[src/rtl/apb_gpio_irq.sv]
// -----------------------------------------------------------------------------
// apb_gpio_irq
//
// APB GPIO slave. It provides WIDTH pins with an input synchroniser, atomic
// set/clear/toggle of the outputs, and per-pin interrupt detection. Each pin
// can be level or edge type, with selectable polarity.
//
// Register map (PADDR[7:2] decoded, PADDR[1:0] ignored):
//   0x00 IN     ro   synchronised (optionally debounced) input
//   0x04 OUT    rw   pad output values
//   0x08 DIR    rw   pad output enables, 1 = drive
//   0x0C SET    wo   1 sets the OUT bit      (reads 0)
//   0x10 CLR    wo   1 clears the OUT bit    (reads 0)
//   0x14 TGL    wo   1 inverts the OUT bit   (reads 0)
//   0x18 IE     rw   interrupt enable
//   0x1C ITYPE  rw   1 = edge, 0 = level
//   0x20 IPOL   rw   1 = rising/high, 0 = falling/low
//   0x24 ISTAT  rw1c interrupt status
// All writes are byte-masked by PSTRB. Unmapped addresses raise PSLVERR,
// read as 0 and discard writes.
//
// APB handshake: PREADY = PSEL & PENABLE, so there are no wait states.
// A write commits on the PCLK edge where PSEL & PENABLE & PWRITE is high.
// PRDATA is valid whenever PSEL & !PWRITE, and is 0 otherwise.
//
// Parameters:
//   WIDTH        1..32  number of pins; register bits >= WIDTH read 0
//   SYNC_STAGES  2..4   input synchroniser depth
//   DEB_DIV      >= 2   debounce tick divider (debounce build only)
//
// Optional feature macro:
//   GPIO_DEBOUNCE_EN  adds a tick-sampled 3-sample debouncer between the
//                     synchroniser and IN.
//
// Ports:
//   PCLK, PRST_N                    clock and asynchronous active-low reset
//   PSEL, PENABLE, PWRITE, PADDR,
//   PSTRB, PWDATA                   APB request
//   PRDATA, PREADY, PSLVERR         APB response
//   GpioIn                          asynchronous pad inputs
//   GpioOut, GpioOEn                pad output value and output enable
//   GpioIrq                         registered level interrupt
// -----------------------------------------------------------------------------
module apb_gpio_irq #(
  parameter int WIDTH       = 32,
  parameter int SYNC_STAGES = 2,
  parameter int DEB_DIV     = 16
) (
  input  logic             PCLK,
  input  logic             PRST_N,
  input  logic             PSEL,
  input  logic             PENABLE,
  input  logic             PWRITE,
  input  logic [7:0]       PADDR,
  input  logic [3:0]       PSTRB,
  input  logic [31:0]      PWDATA,
  output logic [31:0]      PRDATA,
  output logic             PREADY,
  output logic             PSLVERR,
  input  logic [WIDTH-1:0] GpioIn,
  output logic [WIDTH-1:0] GpioOut,
  output logic [WIDTH-1:0] GpioOEn,
  output logic             GpioIrq
);

  if (WIDTH < 1 || WIDTH > 32 || SYNC_STAGES < 2 || SYNC_STAGES > 4 || DEB_DIV < 2) begin : g_param_check
    $error("apb_gpio_irq: parameter out of range");
  end

  localparam logic [5:0] A_IN    = 6'd0;
  localparam logic [5:0] A_OUT   = 6'd1;
  localparam logic [5:0] A_DIR   = 6'd2;
  localparam logic [5:0] A_SET   = 6'd3;
  localparam logic [5:0] A_CLR   = 6'd4;
  localparam logic [5:0] A_TGL   = 6'd5;
  localparam logic [5:0] A_IE    = 6'd6;
  localparam logic [5:0] A_ITYPE = 6'd7;
  localparam logic [5:0] A_IPOL  = 6'd8;
  localparam logic [5:0] A_ISTAT = 6'd9;

  // ---------------------------------------------------------------------------
  // Bus decode
  // ---------------------------------------------------------------------------
  logic [5:0]       addr_idx;
  logic             mapped;
  logic             wr_en;
  logic [31:0]      byte_mask;
  logic [WIDTH-1:0] wmask;
  logic [WIDTH-1:0] wbits;

  assign addr_idx  = PADDR[7:2];
  assign mapped    = (addr_idx <= A_ISTAT);
  assign wr_en     = PSEL & PENABLE & PWRITE;
  assign byte_mask = {{8{PSTRB[3]}}, {8{PSTRB[2]}}, {8{PSTRB[1]}}, {8{PSTRB[0]}}};
  assign wmask     = byte_mask[WIDTH-1:0];
  // Data bits that are both written and strobed. SET/CLR/TGL and the ISTAT
  // clear act only on these bits.
  assign wbits     = PWDATA[WIDTH-1:0] & wmask;

  // PADDR[1:0] and data bits above WIDTH are intentionally unused.
  logic unused_bits;
  assign unused_bits = ^{PADDR[1:0], PWDATA, byte_mask};

  // ---------------------------------------------------------------------------
  // Input synchroniser
  // ---------------------------------------------------------------------------
  logic [WIDTH-1:0] sync_q [SYNC_STAGES];
  logic [WIDTH-1:0] s_in;
  logic [WIDTH-1:0] in_v;

  always_ff @(posedge PCLK or negedge PRST_N) begin
    if (!PRST_N) begin
      for (int k = 0; k < SYNC_STAGES; k++) sync_q[k] <= '0;
    end else begin
      sync_q[0] <= GpioIn;
      for (int k = 1; k < SYNC_STAGES; k++) sync_q[k] <= sync_q[k-1];
    end
  end

  assign s_in = sync_q[SYNC_STAGES-1];

`ifdef GPIO_DEBOUNCE_EN
  // A free-running prescaler produces one tick every DEB_DIV cycles. Each pin
  // keeps its last two tick samples. IN follows s_in only when the current
  // sample and both history samples agree.
  localparam int PW = (DEB_DIV > 2) ? $clog2(DEB_DIV) : 1;

  logic [PW-1:0]    pre_cnt;
  logic             tick;
  logic [WIDTH-1:0] hist0;
  logic [WIDTH-1:0] hist1;
  logic [WIDTH-1:0] deb_q;
  logic [WIDTH-1:0] stable;

  assign tick   = (pre_cnt == PW'(DEB_DIV - 1));
  assign stable = ~(s_in ^ hist0) & ~(hist0 ^ hist1);

  always_ff @(posedge PCLK or negedge PRST_N) begin
    if (!PRST_N) begin
      pre_cnt <= '0;
      hist0   <= '0;
      hist1   <= '0;
      deb_q   <= '0;
    end else begin
      if (tick) begin
        pre_cnt <= '0;
        hist1   <= hist0;
        hist0   <= s_in;
        deb_q   <= (deb_q & ~stable) | (s_in & stable);
      end else begin
        pre_cnt <= pre_cnt + PW'(1);
      end
    end
  end

  assign in_v = deb_q;
`else
  assign in_v = s_in;
`endif

  // ---------------------------------------------------------------------------
  // Control registers
  // ---------------------------------------------------------------------------
  logic [WIDTH-1:0] out_q;
  logic [WIDTH-1:0] dir_q;
  logic [WIDTH-1:0] ie_q;
  logic [WIDTH-1:0] itype_q;
  logic [WIDTH-1:0] ipol_q;

  always_ff @(posedge PCLK or negedge PRST_N) begin
    if (!PRST_N) begin
      out_q   <= '0;
      dir_q   <= '0;
      ie_q    <= '0;
      itype_q <= '0;
      ipol_q  <= '0;
    end else if (wr_en) begin
      case (addr_idx)
        A_OUT:   out_q   <= (out_q & ~wmask) | wbits;
        A_SET:   out_q   <= out_q | wbits;
        A_CLR:   out_q   <= out_q & ~wbits;
        A_TGL:   out_q   <= out_q ^ wbits;
        A_DIR:   dir_q   <= (dir_q & ~wmask) | wbits;
        A_IE:    ie_q    <= (ie_q & ~wmask) | wbits;
        A_ITYPE: itype_q <= (itype_q & ~wmask) | wbits;
        A_IPOL:  ipol_q  <= (ipol_q & ~wmask) | wbits;
        default: ;
      endcase
    end
  end

  // ---------------------------------------------------------------------------
  // Interrupt detection
  // ---------------------------------------------------------------------------
  logic [WIDTH-1:0] prev_in;
  logic [WIDTH-1:0] istat_q;
  logic [WIDTH-1:0] istat_nxt;
  logic [WIDTH-1:0] edge_ev;
  logic [WIDTH-1:0] w1c;
  logic             irq_q;

  assign edge_ev = (in_v & ~prev_in & ipol_q) | (~in_v & prev_in & ~ipol_q);
  assign w1c     = (wr_en && addr_idx == A_ISTAT) ? wbits : '0;

  // Edge bits are sticky. The event is OR'd in after the clear, so an event on
  // the same edge as a W1C wins. Level bits ignore W1C and track the pin.
  assign istat_nxt = (itype_q & ((istat_q & ~w1c) | edge_ev))
                   | (~itype_q & ~(in_v ^ ipol_q));

  always_ff @(posedge PCLK or negedge PRST_N) begin
    if (!PRST_N) begin
      prev_in <= '0;
      istat_q <= '0;
      irq_q   <= 1'b0;
    end else begin
      prev_in <= in_v;
      istat_q <= istat_nxt;
      irq_q   <= |(istat_q & ie_q);
    end
  end

  // ---------------------------------------------------------------------------
  // Read mux and APB response
  // ---------------------------------------------------------------------------
  logic [31:0] rd_val;

  always_comb begin
    rd_val = '0;
    case (addr_idx)
      A_IN:    rd_val[WIDTH-1:0] = in_v;
      A_OUT:   rd_val[WIDTH-1:0] = out_q;
      A_DIR:   rd_val[WIDTH-1:0] = dir_q;
      A_IE:    rd_val[WIDTH-1:0] = ie_q;
      A_ITYPE: rd_val[WIDTH-1:0] = itype_q;
      A_IPOL:  rd_val[WIDTH-1:0] = ipol_q;
      A_ISTAT: rd_val[WIDTH-1:0] = istat_q;
      default: ;
    endcase
  end

  // The response is gated by PRST_N so that a reset in the middle of a
  // transfer drops PREADY at once, without waiting for the master.
  assign PREADY  = PRST_N & PSEL & PENABLE;
  assign PSLVERR = PREADY & ~mapped;
  assign PRDATA  = (PRST_N && PSEL && !PWRITE) ? rd_val : 32'h0;

  assign GpioOut = out_q;
  assign GpioOEn = dir_q;
  assign GpioIrq = irq_q;

endmodule
[config.mk]
export PLATFORM = sky130hd
export DESIGN_NAME = apb_gpio_irq
export DESIGN_NICKNAME = d
export VERILOG_FILES = /design/src/rtl/apb_gpio_irq.sv
export SDC_FILE = /design/constraint.sdc
export NUM_CORES = 1
export LEC_CHECK = 0
export ABC_CLOCK_PERIOD_IN_PS = 5300
export CELL_PAD_IN_SITES_DETAIL_PLACEMENT = 0
export CELL_PAD_IN_SITES_GLOBAL_PLACEMENT = 1
export CORE_MARGIN = 5
export CORE_UTILIZATION = 48
export DETAILED_ROUTE_END_ITERATION = 8
export PLACE_DENSITY = 0.95
export SLEW_MARGIN = 20
export SYNTH_ARGS = -nofsm -noshare
export SYNTH_HDL_FRONTEND = slang
export SYNTH_SLANG_ARGS = --single-unit
export TNS_END_PERCENT = 10
[constraint.sdc]
create_clock -name PCLK -period 5.3 [get_ports PCLK]
set_input_delay 0.53 -clock PCLK [delete_from_list [all_inputs] [get_ports PCLK]]
set_output_delay 0.53 -clock PCLK [all_outputs]
set_load 0.02 [all_outputs]
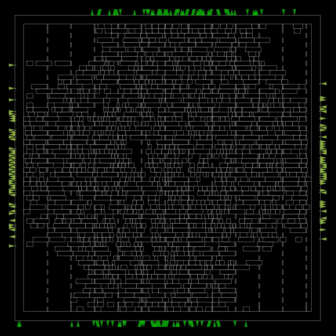
**Above:** placement view.
share of the core filled with cells in the final layout: 59.7%
Flops: 289
total number of placement rows: 62
well-tap cell count: 384

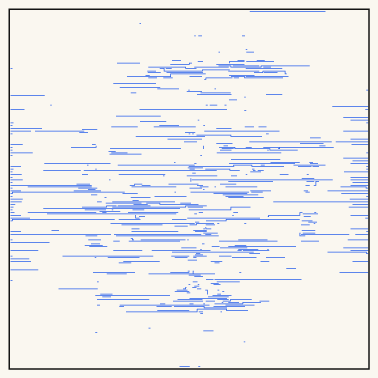
**Above:** met3 routing.
Scale: 2 px per um.
share of all routed wire: 11%
longest straight run: 70.2 um
Via Count: 11564
routing usage on met3: 6.31%
routed wire length: 44.1 mm

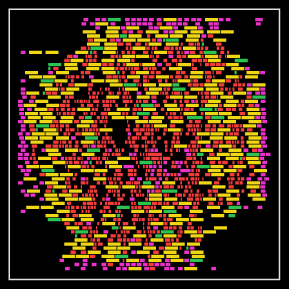
**Above:** placed cells, one color a class.
Scale: 1.5 px per um.
legend:
  yellow:
    class: flops
    cells: 289
    share_of_their_area: 44%
  red:
    class: combinational and other logic
    cells: 844
    share_of_their_area: 38%
  green:
    class: clock drivers and dummy loads
    cells: 56
    share_of_their_area: 6.1%
  magenta:
    class: other buffers and delay cells
    cells: 208
    share_of_their_area: 12%
flip-flop and latch share of the layout cell area: 42.6%
Core Region: 28500 sq um

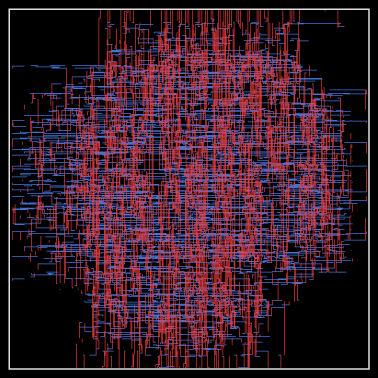
**Above:** signal wires by layer.
Scale: 2 px per um. Only two layers are drawn.
legend:
  red:
    layer: metal 2
    wire_length: 20.1 mm
  blue:
    layer: metal 1
    wire_length: 17500 um

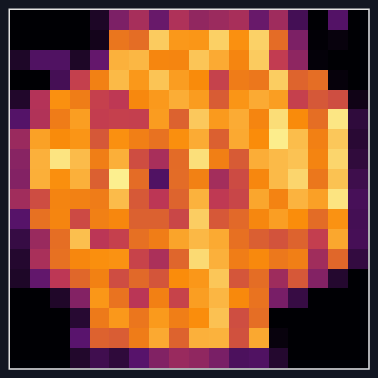
**Above:** local utilization.
Scale: 2 px per um. 18 x 18 tiles, from black (low) to pale yellow (high), 0 to 100% covered.
fullest tile: 96%
nearly empty tiles: 14%
mean over tiles: 51%
emptiest ninth of the die: south-east

==> run summary <==
Purpose: to document the outcome of synthesis and place and route.

Status
The run finished with clean final reports.

Power
The sum of internal, switching and leakage power is 5.22 mW. The leading power group is registers. Per report_power, the Sequential row totals 2.48 mW. The leakage component of the power was reported as 6.86 nW. In this run, flip-flops and latches consume 47.5% of the power.

The combinational power reported by the tool is 0.615 mW. The net switching power is 1.37 mW. Total power normalized to cell area comes to 307 nW/um^2. The combinational fraction of design power is 11.8%. Looking at the VDD voltage map, the peak drop is 202 uV. The clock share of power is 40.7%. The internal power of the cells is 3.85 mW.

The switching part of the total power is 26.3%. For the clock group, total power comes out at 2.13 mW.

Global routing
The global route total overflow is 0. The initial antenna violation count is 0. The most congested layer reported by global routing is met2.

The largest net degree at the start of global routing is 83. Routing resource usage on met2 recorded by global route was 42.3%. The via count of the first global-routing pass is 11484. The global-route track usage on met1 is 36.8%. The global-route total usage across every layer is 27.1%.

Critical path
The standard cell with the maximum stage delay on the critical path is sky130_fd_sc_hd__clkdlybuf4s50_1. The worst register-to-register path ends at GpioIrq. Measured in cells, the most critical reg-to-reg path has a length of 3. The maximum cell stage delay along the critical path is 0.68 ns.

In this run the number of cells on the critical path is 9. Counting stages on the worst path, the most repeated cell is sky130_fd_sc_hd__buf_4. The signal on the critical path passes through clkdlybuf4s50_1, buf_4, nor4b_2, buf_4, and2_0, buf_4, a221oi_1, a31oi_1, clkdlybuf4s50_1. The kind of start point of the critical path is an input port. The maximum net fanout on the critical path is 26. The timing report notes that buffer and inverter cells on the critical path total 5. The type of the worst setup path is in -> out. The start point of the critical path is PADDR[3].

The worst setup path is captured at a primary output. The endpoint arrival time on the critical path is 4.07 ns. STA reports a reg2reg setup slack of 3.62 ns. The timing report attributes the biggest portion of critical-path delay to buffers and inverters.

Route
The detailed-route DRC error count is 0. After detailed routing, no signal wire sits above met4. The routed wire length on met2 is 20.1 mm. The number of design-rule violations left by the first detailed-router iteration is 1540. The routed wire length on met3 is 4.70 mm. The script logs the mean routed wire length per placed instance as 24.7 um. The ratio of routed vias to standard cells is 6.49.

The iteration tally of the first detailed-router pass is 6. The remaining antenna violation count after routing is 0. The routed metal-1 wire length is 17.5 mm.

Clocking
TritonCTS built the clock tree. After clock tree synthesis, the clock-pin slew on the worst setup and hold paths is 0.06 ns. In this run the post-CTS setup repair buffer count came out at 0. The clock sink count is 289. The root cell of the clock tree is sky130_fd_sc_hd__clkbuf_16. The total CTS buffers is 30.

The number of buffers added to fix hold violations after cts is 1. In this run the deepest clock path goes through 3 buffers. Looking at the clock tree report, the H-tree level count equals 1. The clock latency of the later-clocked register in the worst-skew pair is 0.57 ns. The number of gates resized after CTS was 0.

Layout
The layout net count is 1486. The clock network takes up 5.88% of total cell area after layout. In the final layout, multi-input gates take up 36.6% of the cell area. The count of fill cells added during filler insertion is 2280. In the final design, more cell area goes to flip-flops and latches than to any other class.

The area growth from synthesis to layout is 23.7%. The sequential cells in the finished layout cover a total of 7230 sq um. Measured on the final layout, buffering overhead outside the clock network stands at 12.0%. Of the cells placed in the final design, the portion with a size suffix greater than 1 is 16.9%. The final standard cell area without fillers is 17000 sq um. The buffer count excluding the clock tree in the final layout is 208.

Leaving out filler cells and counting taps, the final layout contains 1781. 839 cells are multi-input combinational gates. The library cell used most frequently in the layout, excluding fill and tap cells, is sky130_fd_sc_hd__dfrtp_1. Counting the clock-network buffers in the layout gives 42.

The count of antenna diodes in the layout is 0. The layout report lists the multi-input gate area as 6230 sq um. Ranking logic cells in the layout by count gives the top entries 289 x sky130_fd_sc_hd__dfrtp_1, 176 x sky130_fd_sc_hd__clkdlybuf4s50_1, 126 x sky130_fd_sc_hd__mux2_2.

Non-clock inverters in the final layout number 5.

STA
The critical path in the final layout is reported with a setup slack of 0.704 ns. The final critical-path required period is 4.60 ns. The count of final setup violators is 0. The relative slew slack is 28.9%. The max-slew violation count is 0. Dividing the final minimum period by the clock period gives 86.7%.

The actual transition at the worst max-transition pin is 1.05 ns. After layout, the setup clock skew is reported as 0.00803 ns. Hold timing on the final database bottoms out at a slack of 0.347 ns.

The final hold violation count recorded for this run is 0. Per the timing report, the achievable frequency comes out to 0.218 GHz.

Placement
Timing analysis after detailed placement gives a worst setup slack of 0.893 ns. The detailed placer reported the number of placed instances as 1724. The area after detailed placement is 16000 sq um. The HPWL after detailed placement is 29.5 mm. The count of buffers from port buffering is 177. The final weighted congestion recorded by global placement is 0.879.

Synthesis
Counting every net in the synthesized netlist gives 1312. The mux share of post-synthesis cell area is 12.0%. Of the total synthesized cell area, the portion taken by AND-OR and OR-AND cells is 17.5%. The combined area of all synthesized cells is 13700 sq um.

The xor/xnor cell area share of the yosys netlist is 0%. The sequential area share after synthesis is 52.6%. Of all cell types, the one taking the most synthesized area is sky130_fd_sc_hd__dfrtp_1.

In this run, distinct cell masters in the synthesized netlist total 49. The share of synthesized area in the top cell type comes to 52.6%. The post-synthesis share of cell area spent on full adders, half adders and majority gates is 2.91%.

The synthesis run shows the most used standard cells to be 289 x sky130_fd_sc_hd__dfrtp_1, 126 x sky130_fd_sc_hd__mux2_2, 80 x sky130_fd_sc_hd__a22oi_1, 76 x sky130_fd_sc_hd__nand2_1, 64 x sky130_fd_sc_hd__nor2b_1. In the synthesized netlist the async set-or-reset flop fraction comes to 100%. The count of flip-flops with a built-in enable after synthesis is 0. The post-synthesis register bit count is 289. The mean instance size in the synthesized netlist is 11.5 sq um. Among the non-sequential cells, AND-OR/OR-AND gates take the most area.

The instance count of the mapped netlist is 1199. Post-synthesis, Yosys gives the total cell area as 13700 sq um. The area fraction in and, or, nand and nor cells is 12.7%.

After synthesis, the cell types taking the most area are sky130_fd_sc_hd__dfrtp_1 53%, sky130_fd_sc_hd__mux2_2 10%, sky130_fd_sc_hd__a22oi_1 4.4%. The synthesis report names the predominant flop master as sky130_fd_sc_hd__dfrtp_1. The synthesis report lists the Yosys warning total as 0. The most popular library cell in the synthesized design by count is sky130_fd_sc_hd__dfrtp_1.

Run
Across all stage logs, warnings added up to 28. Max-cap violations in this run came to 0.

Min path
The worst hold path belongs to the class reg -> reg. The startpoint identified for the worst hold timing path is sync_q[44]. The destination of the worst hold path is in_v[12]. The report gives the cell count of the worst hold path as 0.

Floorplanning
180 I/O pins were placed. According to the floorplan report, the die width is 179 um. The core utilization before placement is 48.3%. The die is 179 um tall. The area of the chip is 32100 sq um.
No activity file was given, so power comes from the tool's default toggle rates.
